==> run_1/placement_by_type.png <==
Scale: 3 px per µm.
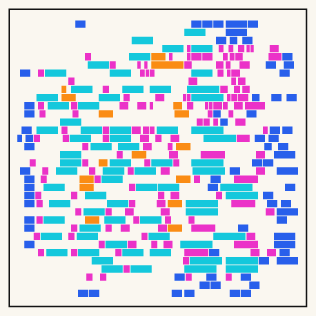
==> run_1/wires.png <==
Scale: 3 px per µm.
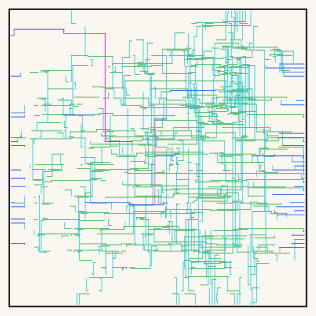
==> run_1/cell_density.png <==
Scale: 4 px per µm. The die is cut into 10 by 10 equal tiles; black is low, pale yellow is high, 0 to 100% covered.
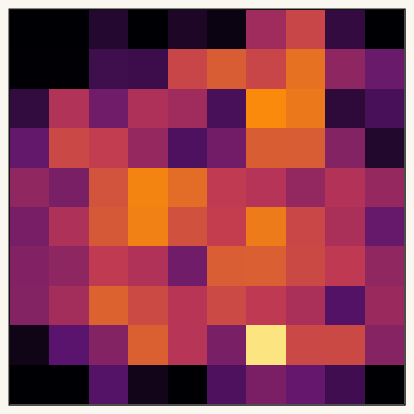
### config.mk
export PLATFORM = sky130hd
export DESIGN_NAME = parallel_io_bank
export DESIGN_NICKNAME = d
export VERILOG_FILES = /design/src/rtl/parallel_io_bank.sv
export SDC_FILE = /design/constraint.sdc
export NUM_CORES = 1
export LEC_CHECK = 0
export CORE_MARGIN = 2
export CORE_UTILIZATION = 30
export CTS_CLUSTER_SIZE = 20
export DETAILED_ROUTE_END_ITERATION = 10
export GPL_ROUTABILITY_DRIVEN = 0
export PLACE_DENSITY_LB_ADDON = 0.12
export SLEW_MARGIN = 5
export SYNTH_ARGS = -nofsm -noshare
export SYNTH_HDL_FRONTEND = slang
export SYNTH_SLANG_ARGS = --single-unit
### constraint.sdc
create_clock -name clk -period 4.92 [get_ports clk]
set_input_delay 1.23 -clock clk [delete_from_list [all_inputs] [get_ports clk]]
set_output_delay 1.23 -clock clk [all_outputs]
set_load 0.1 [all_outputs]
### src/rtl/parallel_io_bank.sv
// Memory-mapped parallel I/O bank: output registers, synchronised input channels,
// sticky change flags (write-1-to-clear), interrupt mask and a registered interrupt line.
module parallel_io_bank #(
    parameter int              W       = 8,
    parameter int              AW      = 8,
    parameter int              NUM_OUT = 2,
    parameter int              NUM_IN  = 2,
    parameter logic [AW-1:0]   BASE    = 8'hF0
) (
    input  logic                  clk,
    input  logic                  rst,
    input  logic [AW-1:0]         addr,
    input  logic                  we,
    input  logic [W-1:0]          wdata,
    input  logic [W-1:0]          mem_rdata,
    output logic                  ram_we,
    output logic [W-1:0]          rdata,
    input  logic [NUM_IN*W-1:0]   in_data,
    output logic [NUM_OUT*W-1:0]  out_data,
    output logic                  irq
);

    typedef enum logic [1:0] {WARM0, WARM1, WARM2, ARMED} arm_state_t;

    arm_state_t         state_q, state_d;
    logic               hit;
    logic [3:0]         off;
    logic               io_wr;
    logic [W-1:0]       out_reg [NUM_OUT];
    logic [W-1:0]       sync_s1 [NUM_IN];
    logic [W-1:0]       sync_s2 [NUM_IN];
    logic [W-1:0]       hist_p  [NUM_IN];
    logic [NUM_IN-1:0]  chg, clr, flags, mask;
    logic               irq_q;
    logic [W-1:0]       io_rdata;

    assign hit    = (addr[AW-1:4] == BASE[AW-1:4]);
    assign off    = addr[3:0];
    assign io_wr  = we & hit;
    assign ram_we = we & ~hit;
    assign irq    = irq_q;

    // Warm-up FSM: keeps reset-state history from raising flags until s2/p hold real samples
    always_ff @(posedge clk) begin
        if (rst) state_q <= WARM0;
        else     state_q <= state_d;
    end

    always_comb begin
        state_d = state_q;
        unique case (state_q)
            WARM0:   state_d = WARM1;
            WARM1:   state_d = WARM2;
            WARM2:   state_d = ARMED;
            ARMED:   state_d = ARMED;
            default: state_d = WARM0;
        endcase
    end

    always_comb begin
        chg = '0;
        clr = '0;
        for (int i = 0; i < NUM_IN; i++) begin
            chg[i] = (sync_s2[i] != hist_p[i]) && (state_q == ARMED);
            clr[i] = io_wr && (off == 4'd8) && wdata[i];
        end
    end

    // Output registers
    always_ff @(posedge clk) begin
        if (rst) begin
            for (int i = 0; i < NUM_OUT; i++) out_reg[i] <= '0;
        end else begin
            for (int i = 0; i < NUM_OUT; i++)
                if (io_wr && (off == 4'(i))) out_reg[i] <= wdata;
        end
    end

    // Input synchroniser (s1 -> s2) and one-cycle history for edge detection
    always_ff @(posedge clk) begin
        if (rst) begin
            for (int i = 0; i < NUM_IN; i++) begin
                sync_s1[i] <= '0;
                sync_s2[i] <= '0;
                hist_p[i]  <= '0;
            end
        end else begin
            for (int i = 0; i < NUM_IN; i++) begin
                sync_s1[i] <= in_data[i*W +: W];
                sync_s2[i] <= sync_s1[i];
                hist_p[i]  <= sync_s2[i];
            end
        end
    end

    // Sticky flags: a change in the same cycle as a clear keeps the flag set
    always_ff @(posedge clk) begin
        if (rst) begin
            flags <= '0;
            mask  <= '0;
            irq_q <= 1'b0;
        end else begin
            flags <= (flags & ~clr) | chg;
            if (io_wr && (off == 4'd9)) mask <= wdata[NUM_IN-1:0];
            irq_q <= |(flags & mask);
        end
    end

    always_comb begin
        io_rdata = '0;
        for (int i = 0; i < NUM_OUT; i++)
            if (off == 4'(i)) io_rdata = out_reg[i];
        for (int i = 0; i < NUM_IN; i++)
            if (off == 4'(4 + i)) io_rdata = sync_s2[i];
        if (off == 4'd8) io_rdata[NUM_IN-1:0] = flags;
        if (off == 4'd9) io_rdata[NUM_IN-1:0] = mask;
    end

    assign rdata = hit ? io_rdata : mem_rdata;

    always_comb begin
        out_data = '0;
        for (int i = 0; i < NUM_OUT; i++) out_data[i*W +: W] = out_reg[i];
    end

endmodule

==> impl_metrics.py, run 1 <==
# Physical implementation metrics
metrics = {
    "status": {
        "outcome": "completed",
    },
    "cts": {
        "path_clk_slew_ns": 0.07,
        "h-tree-depth": 3,
        "clock_latency_ns": 0.33,
        "post-cts-setup-buffer-count": 0,
        "post_cts_resized": 0,
        "max-clock-path-buffers": 2,
        "cts_made_buffers": 9,
        "cts_sinks": 71,
        "tritoncts": "done",
        "hold_buffers": 0,
        "clock-root-buffer": "clkbuf_8",
    },
    "power_and_ir_drop": {
        "p_clk_frac": 0.359,
        "power_frac_comb": 0.165,
        "p_sw_frac": 0.2603,
        "p_switching_mw": 0.3467,
        "p_leak_nw": 1.518,
        "power.internal_mw": 0.9852,
        "peakVddDrop_mv": 0.1720,
        "powerDensity_mw_per_mm2": 352.1,
        "power_mw": 1.332,
        "p_seq_frac": 0.476,
    },
    "global_routing": {
        "antenna_found_initial": 0,
        "grt_first_pass_wirelength_um": 8949,
        "grt_overflow": 0,
        "grt_pass1_vias": 1746,
        "grt_max_degree": 56,
    },
    "drt": {
        "drc": 0,
        "viasPerCell": 4.307,
        "final_antenna_net_count": 0,
        "drtPass1Iterations": 4,
        "drtIter0Drc": 58,
    },
    "synth": {
        "syn_nets": 266,
        "ys_cells": 223,
        "netlist.area_leader.share": 0.4104,
        "syn_inst": 223,
        "top_area_cell": "dfxtp_1",
        "yosys_most_used_dff": "dfxtp_1",
        "synth.distinct_cells": 35,
        "synth_flop_count": 71,
        "syn_area_mm2": 0.002683,
        "avgSynthCellArea_um2": 12.03,
        "top_cells_by_count": "dfxtp_1 (55), nor2b_1 (48), edfxtp_1 (16), xor2_1 (16), and2_1 (9)",
        "top_cell": "dfxtp_1",
        "area_leaders": "dfxtp_1 (41%), edfxtp_1 (18%), nor2b_1 (11%)",
        "async_flop_share": 0,
        "yosys-stat-area_mm2": 0.002683,
        "postSynthSeqShare": 0.5896,
        "synth.yosys.warnings": 0,
        "edf_count": 16,
    },
    "timing": {
        "hold_slack_ns": 0.4337,
        "period_needed_ns": 4.397,
        "worst_pin_slew_ns": 0.9924,
        "rsz0062_at_grt": "no",
        "fmax_mhz": 227.4,
        "finalSetupTns_ns": 0,
        "finalSetupViolCount": 0,
        "skew_ns": 0.005640,
        "finalHoldViolCount": 0,
        "slew_viol_final": 0,
        "slew_headroom": 0.3363,
        "finalCritPeriodShare": 0.8938,
        "worst_slack_ns": 0.5225,
    },
    "critical_path": {
        "required_ns": 3.69,
        "cp_max_fo": 13,
        "criticalPathCategory": "input port to output port",
        "worstPathArrival_ns": 3.17,
        "end_kind": "output port",
        "start_kind": "input port",
    },
    "die": {
        "dieArea_mm2": 0.009714,
        "die_w_um": 98.56,
        "io-pin-count": 69,
        "die_y_um": 98.56,
    },
    "placed_design": {
        "numPortBuffers": 68,
        "place_ws_ns": 0.5027,
        "placed_cell_area_mm2": 0.003565,
        "detailed_place_hpwl_um": 4105,
    },
    "final_layout": {
        "lay_top_count": "clkdlybuf4s50_1",
        "drive_above_1_share": 0.1419,
        "area_growth_pct": 41.00,
        "final_cell_mix": "clkdlybuf4s50_1 (58), dfxtp_1 (55), nor2b_1 (48)",
        "layout.nets": 341,
        "antenna_cells": 0,
    },
    "run": {
        "tool_warnings": 26,
        "drv_cap": 0,
    },
    "worst_hold_path": {
        "hp-class": "flip-flop to flip-flop",
    },
}
Back to the opening pictures, placement_by_type.png:
Key: other buffers and delay cells = blue [cells 73]; combinational and other logic = magenta [cells 143]; flops = cyan [cells 71]; clock drivers and dummy loads = orange [cells 16]
Final Cell Area: 0.003782 mm²
Finished Core Util: 0.4358
fraction of area in registers: 0.4181
site row count: 34

Back to the opening pictures, wires.png:
Key: metal 3 = blue [wire length 323 µm]; metal 4 = magenta [wire length 64.6 µm]; metal 2 = cyan [wire length 2,390 µm]; metal 1 = green [wire length 2,680 µm]
Post-Route WL: 5454 µm
WL/cell: 13.27 µm
detailed-route via count: 1,770
gr usage total: 0.1192

Back to the opening pictures, cell_density.png:
The fullest tile reaches 94%. 1.0% of the tiles are over 75% full. The densest ninth of the die: center. The emptiest ninth of the die: north-west. The mean over all tiles is 38%. 10% of the tiles are nearly empty.
fp_density: 0.3091
Core Region: 0.008678 mm²

[run 1: power groups by stage]
stage               combinational, mW  sequential (mW)  clock (mW)
detailed placement              0.222            0.648           0
floorplan                      0.0895            0.695           0
CTS                             0.222            0.635       0.497
finish                          0.220            0.635       0.478
global placement                0.220            0.649           0
global route                    0.231            0.637       0.521
[run 1: cells by family after synthesis]
| kind of cell | share of synthesized area |
|---|---|
| XOR/XNOR | 0.05224 |
| multiplexers | 0.06530 |
| buffers and inverters | 0.02052 |
| AND-OR/OR-AND | 0.06716 |
| flip-flops | 0.5896 |
| AND/OR/NAND/NOR | 0.2052 |
[run 1: worst max-delay path, cell delays in order]
cell	delay, ns
clkdlybuf4s50_1	0.87
buf_4	0.27
mux2i_1	0.08
o32ai_1	0.14
a21oi_1	0.11
o21ai_1	0.24
buf_12	0.21
[run 1: per-stage QoR]
step | cells | util
floorplan | 223 | -
global placement | 395 | 0.4108
detailed placement | 395 | 0.4108
CTS | 411 | 0.4358
global route | 411 | 0.4358
finish | 411 | 0.4358
[run 1: path summary, 6_finish.rpt]
path	depth (start not counted)	start	slack, ns	endpoint
worst max-delay path	7	addr[0]	0.52	rdata[0]
worst min-delay path	1	sync_s1[0][13]	0.43	sync_s2[0][13]
worst max register to register	4	sync_s2[0][1]	3.58	flags[0]
worst min register to register	1	sync_s1[0][13]	0.43	sync_s2[0][13]
[run 1: layout make-up]
cell class	instances	area, µm²
clock buffer	12	165.2
multi-input combinational	140	1046
clock inverter	4	52.55
inverter	3	11.26
fill	852	4896
timing repair buffer	73	790.8
sequential	71	1582
tap	108	135.1
[run 1: routing by layer]
layer,up-vias,track usage,routed length (µm)
li1,917,-,-
met3,5,0.03972,323
met2,55,0.1774,2390
met1,793,0.1604,2676
met5,-,0,0
met4,0,0.04742,64
==> inputs of run 2 (changes only) <==
Settings changed: DONT_BUFFER_PORTS set to 1, MAX_ROUTING_LAYER set to met4.
==> run_2/placement_by_type.png <==
Scale: 3 px per µm.
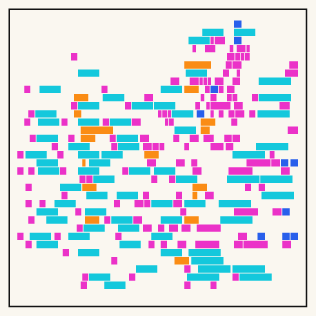
Key: combinational and other logic = magenta [cells 143]; other buffers and delay cells = blue [cells 10]; flops = cyan [cells 71]; clock drivers and dummy loads = orange [cells 16]
Final Cell Area: 0.003074 mm²
Finished Core Util: 0.3542
fraction of area in registers: 0.5144

==> run_2/clocks.png <==
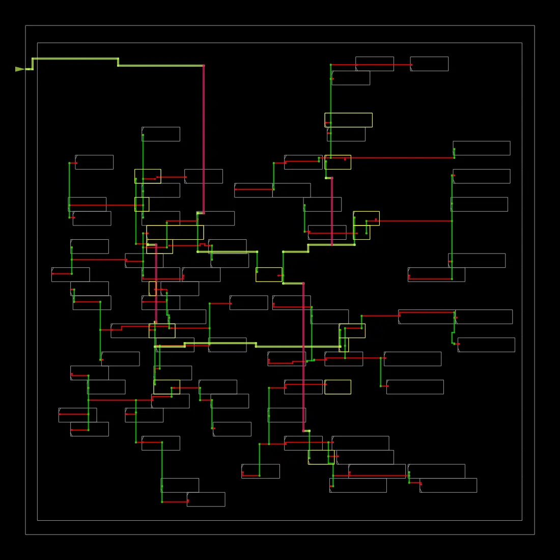
Clock Power: 0.489 mW
Num CTS Buffers: 9
Worst Skew: 0.007298 ns

==> impl_metrics.py, run 2 <==
# Physical implementation metrics
metrics = {
    "status": {
        "outcome": "completed",
    },
    "drt": {
        "wl_per_cell_um": 15.49,
        "drtPass1Iterations": 4,
        "wl_um": 5390,
        "vias": 1601,
        "viasPerCell": 4.601,
    },
    "synth": {
        "synth.yosys.warnings": 0,
        "top_area_cell": "dfxtp_1",
        "yosys_most_used_dff": "dfxtp_1",
        "ys_cells": 223,
        "syn_inst": 223,
        "async_flop_share": 0,
        "syn_nets": 266,
        "top_cell": "dfxtp_1",
        "avgSynthCellArea_um2": 12.03,
        "edf_count": 16,
        "top_cells_by_count": "dfxtp_1 (55), nor2b_1 (48), edfxtp_1 (16), xor2_1 (16), and2_1 (9)",
        "area_leaders": "dfxtp_1 (41%), edfxtp_1 (18%), nor2b_1 (11%)",
    },
    "power_and_ir_drop": {
        "p_sw_frac": 0.2627,
        "p_clk_frac": 0.384,
        "p_leak_nw": 1.230,
        "p_switching_mw": 0.3338,
        "power_frac_comb": 0.074,
        "peakVddDrop_mv": 0.1258,
    },
    "critical_path": {
        "cp_max_fo": 10,
        "cp.depth": 4,
        "end_kind": "output port",
        "endpoint": "rdata[7]",
        "start_kind": "input port",
        "cp_top_family": "simple AND/OR/NAND/NOR gates",
        "criticalPathCategory": "input port to output port",
        "cp_slowest_cell": "nor3_1",
        "cp.buffers_inverters": 1,
        "ff2ff_setup_slack_ns": 3.61,
        "required_ns": 3.69,
        "worstPathArrival_ns": 2.63,
    },
    "worst_hold_path": {
        "whs_endpoint": "sync_s2[0][6]",
        "hp-start": "sync_s1[0][6]",
        "hp-class": "flip-flop to flip-flop",
    },
    "die": {
        "dieArea_mm2": 0.009714,
        "fp_util": 0.3091,
        "die_w_um": 98.56,
        "rows": 34,
        "die_y_um": 98.56,
        "io-pin-count": 69,
        "fp.coreArea_mm2": 0.008678,
    },
    "timing": {
        "slew_headroom": 0.3543,
        "rsz0062_at_grt": "no",
        "finalSetupViolCount": 0,
        "finalHoldViolCount": 0,
        "worst_pin_slew_ns": 0.9753,
        "finalSetupTns_ns": 0,
        "slew_viol_final": 0,
        "finalCritPeriodShare": 0.7836,
        "period_needed_ns": 3.856,
    },
    "final_layout": {
        "layout.nets": 278,
        "fin_cells": 348,
        "num-fill-cells": 902,
        "lay_top_count": "dfxtp_1",
        "drive_above_1_share": 0.1625,
    },
    "global_routing": {
        "grt_overflow": 0,
        "grt_pass1_vias": 1612,
        "antenna_found_initial": 0,
        "track_usage": 0.1198,
        "grt_max_degree": 56,
    },
    "cts": {
        "post-cts-setup-buffer-count": 0,
        "hold_buffers": 0,
        "path_clk_slew_ns": 0.07,
        "cts_sinks": 71,
        "clock_latency_ns": 0.34,
        "post_cts_resized": 0,
        "max-clock-path-buffers": 2,
        "h-tree-depth": 3,
        "tritoncts": "done",
    },
    "run": {
        "tool_warnings": 26,
        "drv_cap": 0,
    },
    "placed_design": {
        "detailed_place_hpwl_um": 3854,
        "placed_cell_area_mm2": 0.002856,
    },
}
==> run_2/cell_density.png <==
Scale: 4 px per µm. The die is cut into 10 by 10 equal tiles; black is low, pale yellow is high, 0 to 100% covered.
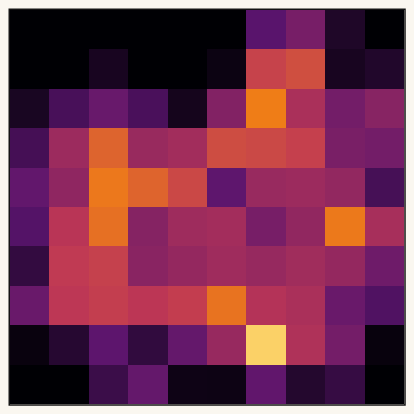
The mean over all tiles is 30%. 1.0% of the tiles are over 75% full. The fullest tile reaches 90%. 14% of the tiles are nearly empty. The emptiest ninth of the die: north-west.

## run 2: cell type report
type	instances	area [µm²]	share of cell area
multi-input cells	140	1054	0.3427
clock inverters	4	51.30	0.01669
inverters	3	11.26	0.003663
clock buffers	12	166.4	0.05413
well taps	108	135.1	0.04396
flip-flops and latches	71	1582	0.5144
repair buffers	10	75.07	0.02442
## run 2: power by group through the flow
stage	Clock (mW)	Sequential (mW)	Combinational (mW)
6_report	0.489	0.688	0.0941
5_1_grt	0.539	0.691	0.101
4_1_cts	0.508	0.688	0.0952
3_5_place_dp	0	0.702	0.0951
3_3_place_gp	0	0.702	0.0954
2_1_floorplan	0	0.695	0.0895
## run 2: through the flow
stage,worst slack [ns],hold WS [ns],total power [mW]
6_report,1.064,0.4390,1.271
5_1_grt,0.8215,0.4535,1.330
4_1_cts,0.9888,0.4456,1.291
3_5_place_dp,0.9990,0.4275,0.7969
3_3_place_gp,1.190,0.4282,0.7969
2_1_floorplan,0.4102,0.4138,0.7849
## run 2: cell families (layout without fill, tap and decap cells)
family	Yosys count	count (layout)	synth area share
xor gates and xnor gates	16	16	0.05224
AOI/OAI and AO/OA	26	26	0.06716
DFF	71	71	0.5896
and+or+nand+nor	88	88	0.2052
buffers and inverters	12	29	0.02052
muxes	10	10	0.06530
## run 2: per-layer routing
layer | part of all wire | routed length (µm) | global-route usage
met5 | 0 | 0 | -
met2 | 0.43 | 2307 | 0.1638
met4 | 0.018 | 95 | 0.06006
met3 | 0.080 | 433 | 0.03688
met1 | 0.47 | 2553 | 0.1601
No activity file was given, so power comes from the tool's default toggle rates.
